==> images/ff_map.png <==
(4 px per um) Other sequential cells in the stronger grey, the rest of the logic in the fainter grey.
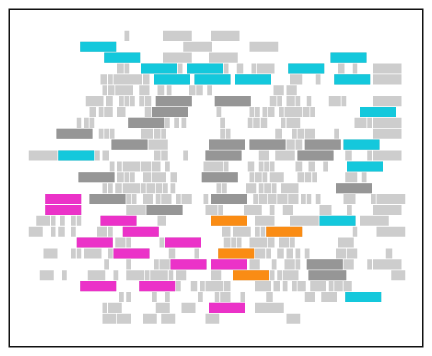
==> images/m2.png <==
(4 px per um)
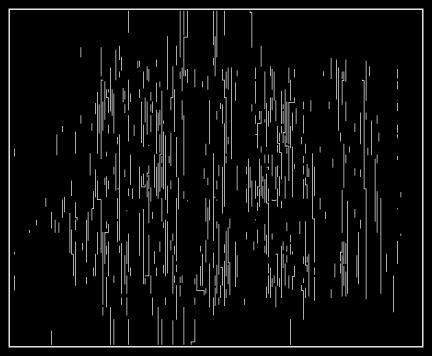
==> images/congestion_map.png <==
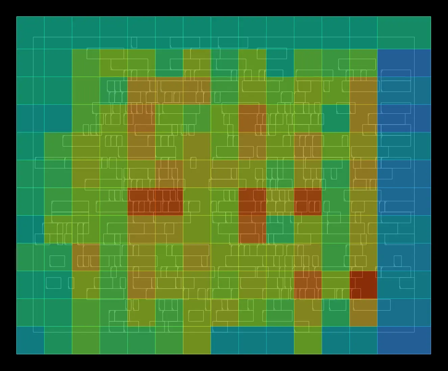
Design bin2bcd_seq_flat, sky130hd; sources not shown.
==> notes.md <==
run metrics: status complete, no violations, Core Region 0.00696 mm2, Clock Skew 2.58 ps, clk tree area frac approximately 2.1%, Detail Route met3 WL 177 um, Basic Gates by Area a little under a quarter, average size of a mapped cell around 8.8 um2, kind of critical path reg -> out, Non-Filler Instances approximately 430, Leakage between 1.5 and 2 nW, via count between 2k and 2.5k, clock buf count 6, Synthesized registers about 51, setup violators final 0, r2r setup slk 70 ps, Num CTS Buffers 5, final worst-path cycle share a little over nine tenths, NetSw roughly 3.5 mW, via/cell ratio 4.71, synth cell count leaders 92 x nand2_1, 51 x dfrtp_1, 32 x inv_1, Fin. Hold Viols 0, YS chip area ~0.0025 mm2, crit path DRT roughly 1000 ps, Tmin final between 1000 and 1500 ps, element type at the critical path start flip-flop, sequential area share after synthesis roughly 51%, Post-DP HPWL around 3700 um, layout cells sized above 1 a little under a quarter, Final ANT Viol Nets 0, pre-CTS WS -64.7 ps, initial antenna violation count 0, die width ~100 um, dominant kind of cell by area sequential cells, Final non-clock buffer share 21.5%, first-pass GRT wire length between 9000 and 10000 um, multi-input gates between 150 and 200, Post-Route M1 WL between 2000 and 3000 um, family with the most delay on the worst path flip-flops, post_cts resized 4, CTS tree yes, io pins 34, yosys warning tally 0, Area leader share 50.5%, Complex Gates by Area between 10% and 20%, Clk network pwr share 10.4%, Non-clk bufs 57, clock buffer depth 2, Syn-to-layout area delta 33.7%, max cap viols 0, DRC viols 0, Dominant comb cell simple AND/OR/NAND/NOR gates, Iteration-0 DRC Markers roughly 71, most frequent cells in the layout 91 x nand2_1, 50 x dfrtp_1, 28 x inv_1, slowest cell on the critical path dfrtp_1, # Cells Yosys 287, Placed Area approximately 0.0032 mm2
About ff_map.png:
Cyan is u_core.bus.bcd, flops 16. Orange is u_core.cnt_q, flops 4. Magenta is u_core.shreg_q, flops 12.
Another 19 sequential cells are not coloured.
Finished Core Util: 48.5%
Seq power: 2.72 mW
register area: 0.00128 mm2
fraction of area in registers: 37.8%

About m2.png:
281 nets have wire on it. The layer carries 2350 um of wire. The wires run mostly vertical.
total length of routed wires: 5110 um
M2 GR Usage: 20.2%

About congestion_map.png:
wire per inst: 11.9 um
grt met1 use: 18.0%

Power and IR drop assume default switching activity.
